==> config.mk <==
export PLATFORM = sky130hd
export DESIGN_NAME = filtered_frame_buffer_flat
export DESIGN_NICKNAME = d
export VERILOG_FILES = /design/src/rtl/filtered_frame_buffer_pkg.sv /design/src/rtl/filtered_frame_buffer_if.sv /design/src/rtl/filtered_frame_buffer_frame_bank_ram.sv /design/src/rtl/filtered_frame_buffer.sv /design/src/flat_wrapper.sv
export SDC_FILE = /design/constraint.sdc
export NUM_CORES = 1
export LEC_CHECK = 0
export ABC_CLOCK_PERIOD_IN_PS = 3700
export CAP_MARGIN = 25
export CORE_ASPECT_RATIO = 0.9
export CORE_MARGIN = 8
export CORE_UTILIZATION = 40
export DETAILED_ROUTE_END_ITERATION = 10
export SYNTH_ARGS = -nofsm -noshare
export SYNTH_HDL_FRONTEND = slang
export SYNTH_HIERARCHICAL = 1
export SYNTH_SLANG_ARGS = --single-unit
==> constraint.sdc <==
create_clock -name clk -period 3.7 [get_ports clk]
set_input_delay 0.925 -clock clk [delete_from_list [all_inputs] [get_ports clk]]
set_output_delay 0.925 -clock clk [all_outputs]
set_load 0.02 [all_outputs]
==> images/layer_met3.png <==
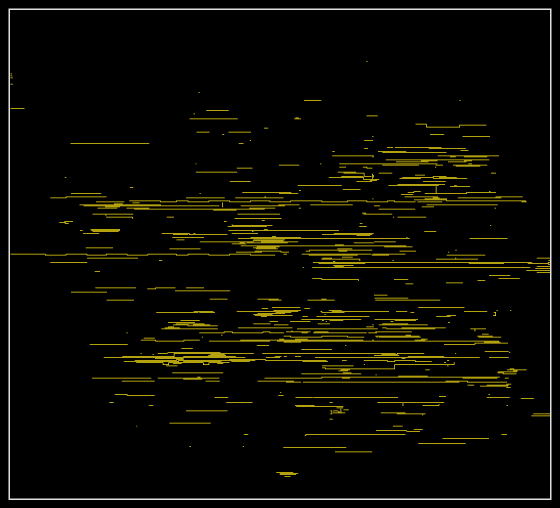
nets with wire on the layer = 265
share of all routed wire = 8.3%
longest straight run = 147 um
wire length on this layer = 8780 um
main direction = horizontal
via count: 22500
grt met3 use: 4.66%
WL final: 106 mm

==> images/congestion.png <==
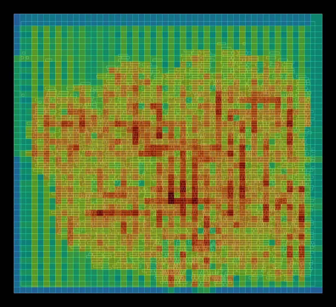
met1 Use GR: 25.2%
GRT Total Usage: 18.3%

==> images/layer_met2.png <==
The bar under the picture is 100 um long.
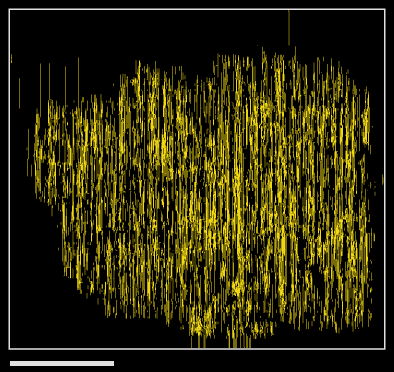
longest straight run = 116 um
nets with wire on the layer = 2277
main direction = vertical
share of all routed wire = 47%
wire length on this layer = 50.1 mm
met2 Usage GRT: 29.0%

==> images/flops_by_reg.png <==
The bar under the picture is 100 um long. Other sequential cells in the stronger grey, the rest of the logic in the fainter grey.
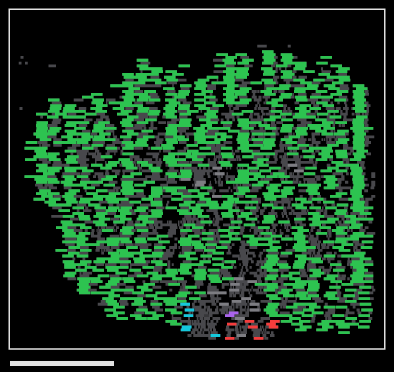
u_core/bus_io.frames_dropped -> red  # sequential cells 8
u_core/rd_idx_q -> cyan  # sequential cells 6, where south
u_core/u_ram/mem_q -> green  # sequential cells 1024
u_core/full_q -> purple  # sequential cells 2
not coloured = 21
Seq/total area: 61.9%
register area: 0.0317 mm^2
Layout Utilization: 48.7%
P_seq: 0.0134 W

==> images/logic_types.png <==
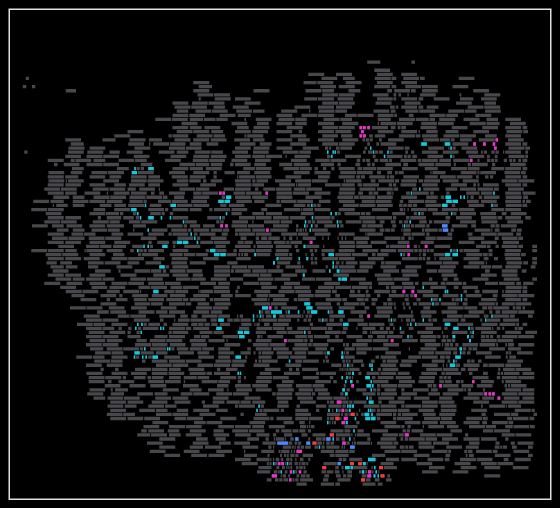
xor and xnor cells -> red  # cells 10, most used xor2_1
nor cells -> cyan  # cells 210, most used nor2_1
non-inverting ao/oa cells -> blue  # cells 8
and/or cells -> magenta  # cells 51, most used and2_1
combinational share of cell area: 20.3%
Final Non-Filler Cells: 4018
Top cell excl fill/tap: edfxtp_1

==> impl_metrics.ini <==
; synthesis and place-and-route metrics
[drt]
wl_per_cell_um = 26.4
wl_met1_mm = 44.6
drcViolationCount = 0
routed.top_layer = met4
via_per_inst = 5.61
ant_nets = 0
drtIter0Drc = 2134
dr.pass1.iters = 5
wl_met3_mm = 8.78
wl_met2_mm = 50.1

[floorplanning]
die_w_um = 358
rows = 113
fp_util_pct = 40.2
die_area_mm2 = 0.116
io_pins = 33
tap_cells = 1380
die_y_um = 324
coreArea_mm2 = 0.105

[synthesis]
syn-num-nets = 2213
edf_count = 1024
avgSynthCellArea_um2 = 19.3
top_cell = edfxtp_1
mux_share_pct = 14.6
ys.flops = 1061
ys_sh_xor_pct = 0.207
yosys.area_share.adder_pct = 0.267
ys_types = 61
synthTopCellsByArea = edfxtp_1 (73%), mux4_2 (11%), mux2i_1 (3.3%)
top_area_cell = edfxtp_1
yosys_most_used_dff = edfxtp_1
synth_cells = 2191
netlist_area_mm2 = 0.0422
ys_cells = 2191
ys_warn_count = 6
top_area_share_pct = 72.8
yosys-top-cells-count = edfxtp_1 (1024), mux4_2 (204), nor2_1 (171)
synth-simple-area-share_pct = 4.21
synthArstFlopShare_pct = 3.49
synth-compound-area-share_pct = 3.80
top_logic_kind = multiplexers
ys_seq_share_pct = 75.0
yosys_area_mm2 = 0.0422

[finish]
design.seq.count = 1061
lay_top_cells = edfxtp_1 (1024), buf_4 (278), mux4_2 (204)
finalInstanceArea_mm2 = 0.0512
clk_share_pct = 6.64
biggestCellCategory = flip-flops and latches
fillers = 8470
n_antenna_cell = 2
inverters = 13
nMultiInputCombCells = 990
largest_reg_flops = 1024
n_clock_buffer = 136
drive_gt1_share_pct = 31.4
area_delta_synth_final_pct = 21.2
buffers = 381
comb_area_mm2 = 0.0104
nNetsFinal = 2573
buf_share_pct = 7.73

[critical_path]
crit_required_ns = 4.24
crit_buf_inv = 5
crit_chain = ha_4 > and4_4 > nand2_2 > and3_4 > nand2_2 > o21ai_4 > buf_12 > buf_16 > buf_12 > buf_16 > mux4_2 > mux4_2 > a211oi_2 > buf_4 > nor3_1
crit_cells = 15
crit_type = register to register
r2r_setup_slack_ns = 0.07
slowest_delay_ns = 0.56
worst_r2r_path_depth = 15
critPathLaunchType = register
crit_arrival_ns = 4.17
end_kind = register
critPathTopFamily = multiplexers
critPathMaxFanout = 7
cpMaxStageDelayCell = mux4_2

[power_and_ir_drop]
switching_share_pct = 27.6
netSwitchingPower_w = 0.00863
fin_total_pwr_w = 0.0313
clkPwrFrac_pct = 33.6
combPwrFrac_pct = 23.7
powerDensity_mw_per_mm2 = 611
clock_net_power_w = 0.0105
power_leakage_nw = 16.7
p_comb_w = 0.00742
p_int_w = 0.0227
top_power_group = sequential cells
seqPwrFrac_pct = 42.7
ir_drop_mv = 0.440

[placed_design]
portBuffers = 32
gp_congestion = 0.867
dp.final_hpwl_mm = 68.8
place_ws_ns = -0.846
placed_cell_area_mm2 = 0.0471
dp_cells = 3798

[sta]
setup_slack_ns = 0.0715
worst_clock_skew_ns = 0.0218
period_used_pct = 98.1
worst_pin_slew_ns = 0.838
final_hold_viol_count = 0
finalSetupTns_ns = 0
whs_ns = 0.0825
achievable-frequency_mhz = 276
fin_crit_ns = 3.63
slew_headroom_pct = 44.0
slew_viol_final = 0
finalSetupViolCount = 0

[cts]
cts_made_buffers = 104
clock_path_buffers = 3
clk_pin_slew_ns = 0.06
ctsHoldBuffers = 0
cts_root_buf = clkbuf_16
post_cts_buffers = 8
cts_resized = 37
insertion_delay_ns = 0.67
cts_tree = built
htreeDepth = 3
clock_sinks = 1061

[run_status]
status = completed

[grt]
antenna_found_initial = 2
grt-busiest-layer = met2
grt_overflow_total = 0
grt_pass1_wl_mm = 157
grt_max_degree = 99
grt_pass1_vias = 23000

[run]
max-cap-violations = 0
warning_count = 33

[min_path]
hp-class = input pin to async pin
Power is estimated from default activity; no workload was simulated.
